**config.mk**
```make
export PLATFORM = sky130hd
export DESIGN_NAME = counter_bank
export DESIGN_NICKNAME = d
export VERILOG_FILES = /design/src/rtl/counter_pkg.sv /design/src/rtl/counter_chan.sv /design/src/rtl/counter_bank.sv
export SDC_FILE = /design/constraint.sdc
export NUM_CORES = 1
export LEC_CHECK = 0
export CELL_PAD_IN_SITES_DETAIL_PLACEMENT = 1
export CELL_PAD_IN_SITES_GLOBAL_PLACEMENT = 2
export CORE_MARGIN = 3
export CORE_UTILIZATION = 32
export DETAILED_ROUTE_END_ITERATION = 10
export DONT_BUFFER_PORTS = 1
export PLACE_DENSITY = 0.83
export SLEW_MARGIN = 20
export SYNTH_ARGS = -nofsm -noshare
export SYNTH_HDL_FRONTEND = slang
export SYNTH_SLANG_ARGS = --single-unit
```
**constraint.sdc**
```tcl
create_clock -name clk -period 2.2 [get_ports clk]
set_clock_uncertainty 0.1 [all_clocks]
set_input_delay 0.44 -clock clk [delete_from_list [all_inputs] [get_ports clk]]
set_output_delay 0.44 -clock clk [all_outputs]
set_load 0.02 [all_outputs]
```
**src/rtl/counter_pkg.sv**
```systemverilog
// Shared encodings for the counter bank: counting mode and count direction.
package counter_pkg;

    // Behaviour when a channel passes its terminal value
    typedef enum logic {
        MODE_WRAP = 1'b0,
        MODE_SAT  = 1'b1
    } mode_e;

    // Count direction as presented on the dir inputs
    typedef enum logic {
        DIR_DOWN = 1'b0,
        DIR_UP   = 1'b1
    } dir_e;

endpackage : counter_pkg

```
**src/rtl/counter_chan.sv**
```systemverilog
// One counter channel.
// Holds the count, its terminal value (top) and its wrap/saturate mode.
// tc and ovf are registered. A configuration write takes effect on the
// following cycle; the count update in the same cycle still uses the old
// top and mode.
module counter_chan
    import counter_pkg::*;
#(
    parameter int WIDTH = 5
) (
    input  logic             clk,
    input  logic             rst,
    input  logic             load,
    input  logic             enab,
    input  logic             dir,
    input  logic [WIDTH-1:0] cnt_in,
    input  logic             cfg_we,
    input  logic [WIDTH-1:0] cfg_top,
    input  logic             cfg_sat,
    input  logic             ovf_clr,
    output logic [WIDTH-1:0] cnt,
    output logic             tc,
    output logic             ovf
);

    localparam logic [WIDTH-1:0] ONE = WIDTH'(1);

    logic [WIDTH-1:0] r_cnt;
    logic [WIDTH-1:0] r_top;
    mode_e            r_mode;
    logic             r_tc;
    logic             r_ovf;

    logic [WIDTH-1:0] w_cnt_nxt;
    logic             w_term;

    // Next count and terminal-event detection; load beats enable beats hold
    always_comb begin
        w_cnt_nxt = r_cnt;
        w_term    = 1'b0;
        if (load) begin
            // Clamp loaded values into the legal range 0..top
            if (cnt_in > r_top) begin
                w_cnt_nxt = r_top;
            end else begin
                w_cnt_nxt = cnt_in;
            end
        end else if (enab) begin
            if (dir == DIR_UP) begin
                // >= rather than == so a count left above a lowered top terminates
                if (r_cnt >= r_top) begin
                    w_term = 1'b1;
                    if (r_mode == MODE_SAT) begin
                        w_cnt_nxt = r_top;
                    end else begin
                        w_cnt_nxt = '0;
                    end
                end else begin
                    w_cnt_nxt = r_cnt + ONE;
                end
            end else begin
                if (r_cnt == '0) begin
                    w_term = 1'b1;
                    if (r_mode == MODE_SAT) begin
                        w_cnt_nxt = '0;
                    end else begin
                        w_cnt_nxt = r_top;
                    end
                end else begin
                    w_cnt_nxt = r_cnt - ONE;
                end
            end
        end else begin
            w_cnt_nxt = r_cnt;
            w_term    = 1'b0;
        end
    end

    // Channel state registers; a terminal event outranks a sticky-flag clear
    always_ff @(posedge clk) begin
        if (rst) begin
            r_cnt  <= '0;
            r_top  <= '1;
            r_mode <= MODE_WRAP;
            r_tc   <= 1'b0;
            r_ovf  <= 1'b0;
        end else begin
            r_cnt <= w_cnt_nxt;
            r_tc  <= w_term;
            r_ovf <= w_term | (r_ovf & ~ovf_clr);
            if (cfg_we) begin
                r_top  <= cfg_top;
                r_mode <= mode_e'(cfg_sat);
            end
        end
    end

    assign cnt = r_cnt;
    assign tc  = r_tc;
    assign ovf = r_ovf;

endmodule : counter_chan

```
**src/rtl/counter_bank.sv**
```systemverilog
// Bank of NCH independent up/down counters.
// Each channel has its own programmable terminal value and wrap/saturate mode.
// This level only decodes the configuration write into a per-channel strobe.
// A cfg_ch value with no matching channel selects nothing.
module counter_bank
    import counter_pkg::*;
#(
    parameter  int WIDTH = 5,
    parameter  int NCH   = 4,
    localparam int CHW   = (NCH > 1) ? $clog2(NCH) : 1
) (
    input  logic                 clk,
    input  logic                 rst,
    input  logic [NCH-1:0]       load,
    input  logic [NCH-1:0]       enab,
    input  logic [NCH-1:0]       dir,
    input  logic [NCH*WIDTH-1:0] cnt_in,
    input  logic                 cfg_we,
    input  logic [CHW-1:0]       cfg_ch,
    input  logic [WIDTH-1:0]     cfg_top,
    input  logic                 cfg_sat,
    input  logic [NCH-1:0]       ovf_clr,
    output logic [NCH*WIDTH-1:0] cnt_out,
    output logic [NCH-1:0]       tc,
    output logic [NCH-1:0]       ovf
);

    logic [NCH-1:0] w_cfg_we;

    for (genvar g = 0; g < NCH; g++) begin : g_chan
        assign w_cfg_we[g] = cfg_we & (cfg_ch == CHW'(g));

        counter_chan #(
            .WIDTH (WIDTH)
        ) u_chan (
            .clk     (clk),
            .rst     (rst),
            .load    (load[g]),
            .enab    (enab[g]),
            .dir     (dir[g]),
            .cnt_in  (cnt_in[g*WIDTH +: WIDTH]),
            .cfg_we  (w_cfg_we[g]),
            .cfg_top (cfg_top),
            .cfg_sat (cfg_sat),
            .ovf_clr (ovf_clr[g]),
            .cnt     (cnt_out[g*WIDTH +: WIDTH]),
            .tc      (tc[g]),
            .ovf     (ovf[g])
        );
    end

endmodule : counter_bank

```
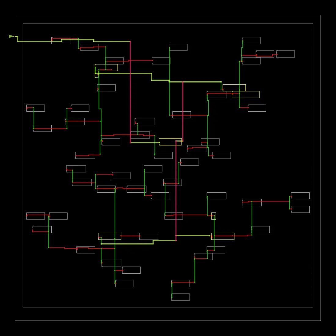
clocks.png
clock latency on the worst-skew pair: 310 ps
clock buffer instance count of the final layout: 6

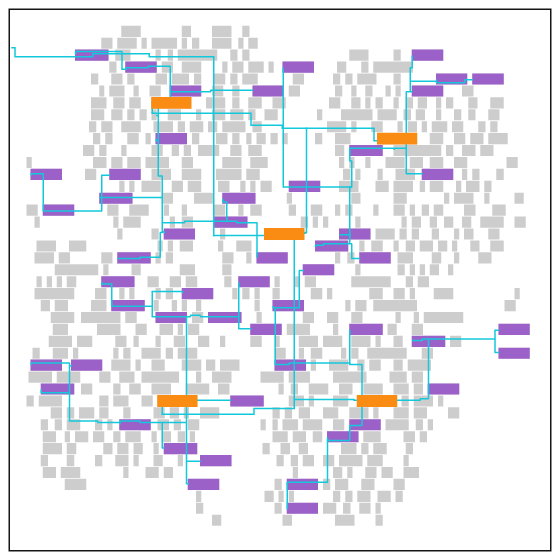
clk_routes.png
legend:
  purple:
    item: flip-flops
    count: 52
  orange:
    item: clock drivers
    count: 5
  cyan:
    item: clock wires
    length: 958 um
flops lie: spread over the die
routed clock nets: 6
power attributed to the clock group: 935 uW
clock share of power: 30.2%

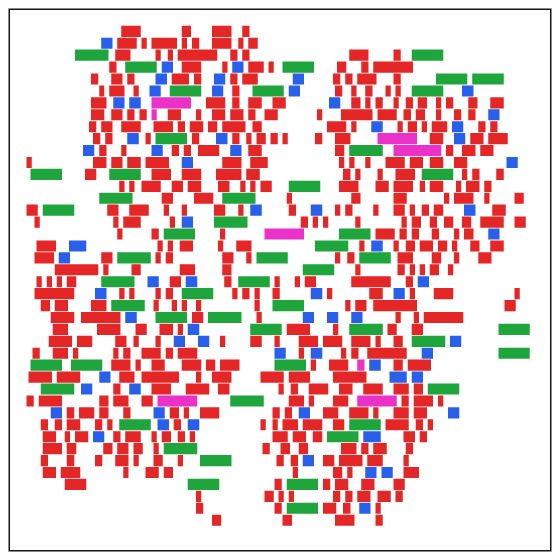
placement_by_type.png
legend:
  blue:
    class: remaining buffers and delay cells
    cells: 67
  green:
    class: sequential cells
    cells: 52
  magenta:
    class: clock drivers and dummy loads
    cells: 8
  red:
    class: combinational and other logic
    cells: 471

==> results_tabular.tex <==
% Auto-generated results table
\begin{tabular}{lr}
\hline
Metric & Value \\
\hline
\multicolumn{2}{l}{\textbf{Run status}} \\
\quad Outcome & completed \\
\multicolumn{2}{l}{\textbf{Synthesis}} \\
\quad Top-area cell type share of the netlist area & a little under a quarter \\
\quad Main logic family after synthesis & AND-OR/OR-AND gates \\
\quad Async S/R FF share, synth & 0\% \\
\quad Post-Synthesis Mean Instance Area & roughly 8 um\^{}2 \\
\quad Post-synthesis cell count & $\sim$560 \\
\quad Synthesized area & 0.00439 mm\^{}2 \\
\quad Most area-consuming cells after synthesis & sky130\_fd\_sc\_hd\_\_dfxtp\_1 24\%, sky130\_fd\_sc\_hd\_\_ha\_1 14\%, sky130\_fd\_sc\_hd\_\_o21ai\_0 5.1\% \\
\quad YS chip area & 0.00439 mm\^{}2 \\
\quad Synth Warn \# & 0 \\
\quad Aoi/oai-family share of the synthesized area & between 20\% and 30\% \\
\quad Post-synthesis mux area share & under 10\% \\
\quad Post-synth top flop & sky130\_fd\_sc\_hd\_\_dfxtp\_1 \\
\quad Yosys cell types & 60 \\
\quad Ys flops & 52 \\
\quad Sequential fraction of the synthesis area & approximately a quarter \\
\quad Simple share & 19.4\% \\
\quad Parity-gate share of the synthesized area counting xor and xnor cells & roughly 3.8\% \\
\quad Number of enable-type register cells in the synthesized netlist & 0 \\
\multicolumn{2}{l}{\textbf{Job}} \\
\quad Max cap viols & 0 \\
\multicolumn{2}{l}{\textbf{Final timing}} \\
\quad Minimum clock period & approximately 2100 ps \\
\quad Final hold violations & 0 \\
\quad Hold WS & roughly 99 ps \\
\quad F\_max & 470 MHz \\
\quad Transition time at the pin with the least slew margin & approximately 680 ps \\
\quad Final setup violation count & 0 \\
\quad Final critical-path share of the clock period & between 90 and 100\% \\
\quad Fin. max-slew vios & 0 \\
\quad Worst slew margin relative to its limit & 54.4\% \\
\multicolumn{2}{l}{\textbf{Floorplan}} \\
\quad Starting density of the core & 32.9\% \\
\quad Die Size & 0.0152 mm\^{}2 \\
\quad Number of standard-cell rows in the floorplan & 42 \\
\quad I/O pin count & 75 \\
\quad Die width & about 120 um \\
\multicolumn{2}{l}{\textbf{Route}} \\
\quad Via count & approximately 4,400 \\
\quad Initial DRC Count & between 150 and 200 \\
\quad Wire length per cell & between 15 and 20 um \\
\quad Total DRC errors in the routed layout & 0 \\
\quad Number of antenna-violating nets in the routed design & 0 \\
\quad Number of optimization iterations in the first detailed-route pass & 4 \\
\quad Average via count per standard cell & $\sim$5.7 \\
\multicolumn{2}{l}{\textbf{Layout}} \\
\quad Fraction of final layout cells with drive strength greater than 1 & between 20\% and 30\% \\
\quad Most common cell after layout, fill and taps aside & sky130\_fd\_sc\_hd\_\_buf\_4 \\
\quad Fin cells & slightly below 800 \\
\quad Antenna diodes & 0 \\
\quad Area growth, synth to finish & 23.6\% \\
\multicolumn{2}{l}{\textbf{Clocking}} \\
\quad Number of sinks on the clock net & between 50 and 60 \\
\quad CTS tree & done \\
\quad Clock buffers created by TritonCTS & 5 \\
\quad Library cell used as clock root buffer & sky130\_fd\_sc\_hd\_\_clkbuf\_16 \\
\multicolumn{2}{l}{\textbf{Critical path}} \\
\quad Worst setup EP type & flip-flop \\
\quad Cell class contributing the biggest share of worst-path delay & AND-OR/OR-AND gates \\
\quad Crit path buf inv count & 2 \\
\quad Cell Chain, Critical Path & inv\_4 > ha\_1 > a21o\_1 > a31oi\_2 > o21a\_2 > buf\_4 > mux2i\_1 > a221oi\_1 > a2111oi\_2 \\
\quad Critical path startpoint category & flip-flop \\
\quad Library cell contributing the largest single delay on the critical path & sky130\_fd\_sc\_hd\_\_a221oi\_1 \\
\quad Required time of the critical path & $\sim$2300 ps \\
\quad Critical Path Fanout Max & 4 \\
\quad Largest stage delay on the critical path & 360 ps \\
\quad CP Data Arrival Time & between 2000 and 2500 ps \\
\quad Setup Crit Path Kind & flip-flop to flip-flop \\
\multicolumn{2}{l}{\textbf{Global route}} \\
\quad Met3 capacity usage during global routing & under 10\% \\
\quad Pin count of the biggest net entering global routing & 28 \\
\quad Top Usage Layer GRT & met2 \\
\quad Global routing usage on met1 & around 24\% \\
\quad Overall Global Routing Usage & about a fifth \\
\quad Initial antenna violation count & 0 \\
\quad Met2 Use GR & a little over a third \\
\quad Overflow after GRT & 0 \\
\quad First-pass GRT wire length & about 25,000 um \\
\multicolumn{2}{l}{\textbf{Pwr}} \\
\quad Power density normalized to cell area & about 570 mW/mm\^{}2 \\
\quad Post-layout total power & 3100 uW \\
\quad Leak pwr & approximately 0.0023 uW \\
\multicolumn{2}{l}{\textbf{Place}} \\
\quad I/O Buffers & 0 \\
\quad Routability Congestion & 0.876 \\
\quad Cell count after placement & about 760 \\
\quad Worst slack, placed & -106 ps \\
\quad Instance area at placement & 0.00488 mm\^{}2 \\
\multicolumn{2}{l}{\textbf{Worst hold path}} \\
\quad Worst hold path class & input port to flip-flop \\
\hline
\end{tabular}
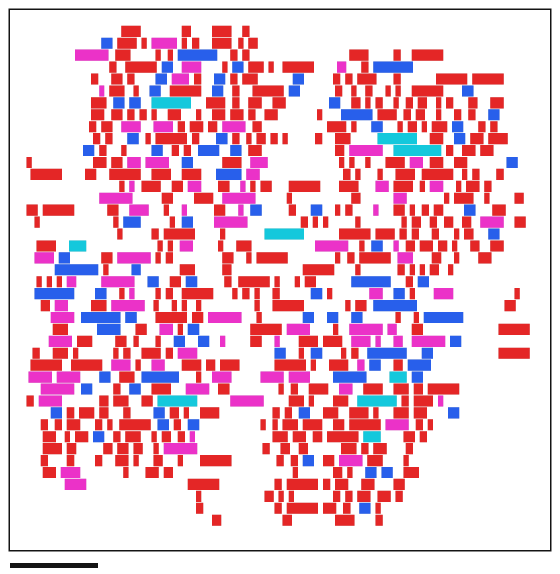
sizes.png
Scale bar: 20 um.
legend:
  magenta:
    size: _2 cells
    cells: 76
    share: 13%
    most_used: dfxtp_2
  blue:
    size: _3 and _4 cells
    cells: 82
    share: 14%
    most_used: buf_4
  cyan:
    size: _6 and larger
    cells: 9
    share: 1.5%
    most_used: clkbuf_16
  red:
    size: _0 and _1 cells
    cells: 431
    share: 72%
    most_used: nand2_1
final worst slack: 72.0 ps
number of ordinary and repair buffers in the finished layout: 67
summed area of non-filler cells in the final layout: 0.00543 mm^2

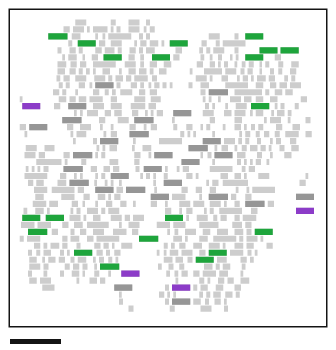
flops_by_reg.png
Scale bar: 20 um. Other sequential cells in the stronger grey, the rest of the logic in the fainter grey.
legend:
  green:
    netlist_name: g_chan.u_chan.cnt
    placed_flops: 20
    where: spread over the die
  purple:
    netlist_name: g_chan.u_chan.tc
    placed_flops: 4

## sequential cells by signal, summed over array words and instances, names as in the netlist
register	count
g_chan.u_chan.ovf	4
g_chan.u_chan.cnt	20
g_chan.u_chan.r_mode	4
g_chan.u_chan.tc	4
g_chan.u_chan.r_top	20
## worst paths after layout
kind	startpoint	endpoint	slack, ps	depth (start not counted)
max	g_chan[0].u_chan.r_top[2]	g_chan[0].u_chan.cnt[2]	70	9
min	rst	g_chan[3].u_chan.cnt[0]	100	1
max reg2reg	g_chan[0].u_chan.r_top[2]	g_chan[0].u_chan.cnt[2]	70	9
min reg2reg	g_chan[1].u_chan.r_top[4]	g_chan[1].u_chan.r_top[4]	440	2
## synth_stat cells, drive strengths merged, types with 2 or more instances
master / n
a2111oi: 7
a211oi: 8
a21o: 6
a21oi: 28
a221o: 4
a221oi: 4
a22oi: 2
a31o: 2
a31oi: 15
and3: 3
buf: 12
clkbuf: 24
dfxtp: 52
ha: 48
inv: 43
mux2: 4
mux2i: 22
nand2: 56
nand2b: 8
nand3: 15
nand3b: 3
nand4: 5
nand4b: 2
nor2: 37
nor2b: 9
nor3: 19
nor3b: 3
nor4b: 5
o211ai: 17
o21a: 2
o21ai: 48
o221ai: 3
o22ai: 5
o32ai: 4
o41ai: 2
or3: 3
xnor2: 9
xor2: 10
## routing by layer
layer / wire (um) / vias up
met5: 0 / -
met2: 7880 / 82
met4: 256 / 0
li1: - / 2110
met1: 6350 / 2182
met3: 850 / 23
## layout make-up
class | instances | area, um^2 | area share (%)
Clock buffer | 6 | 129 | 2.37
Clock inverter | 2 | 35.0 | 0.645
Inverter | 43 | 164 | 3.02
Multi-Input combinational cell | 428 | 3310 | 60.9
Sequential cell | 52 | 1060 | 19.5
Tap cell | 176 | 220 | 4.06
Timing Repair Buffer | 67 | 514 | 9.47
## cells by family after synthesis
logic type / count (synthesis)
and+or+nand+nor: 171
AOI/OAI and AO/OA: 164
buffers and inverters: 79
DFF: 52
adders and majority gates: 48
muxes: 26
xor gates and xnor gates: 19
## report_power, final
group / total, uW / internal (uW) / switching [uW] / leakage, uW
logic: 1090 / 500 / 587 / 0.00184
clock network: 935 / 537 / 397 / 0.0000808
registers: 1080 / 1010 / 68.2 / 0.000424
total: 3100 / 2050 / 1050 / 0.00235
## stage by stage
step	setup TNS [ps]	util, %
after floorplan	0	-
after global placement	0	36.5
after detailed placement	-650	36.5
after CTS	0	38.4
after global routing	-330	40.7
final	0	40.7
## repair_timing
| action | in CTS | in global routing |
|---|---|---|
| gates cloned | 0 | 0 |
| pin swaps | 5 | 30 |
| endpoints found under the setup margin | 12 | 22 |
| gates resized | 14 | 83 |
| hold buffers | 0 | 0 |
| setup buffers | 4 | 6 |
Power figures rest on the tool's default switching activity, not on a simulated workload.
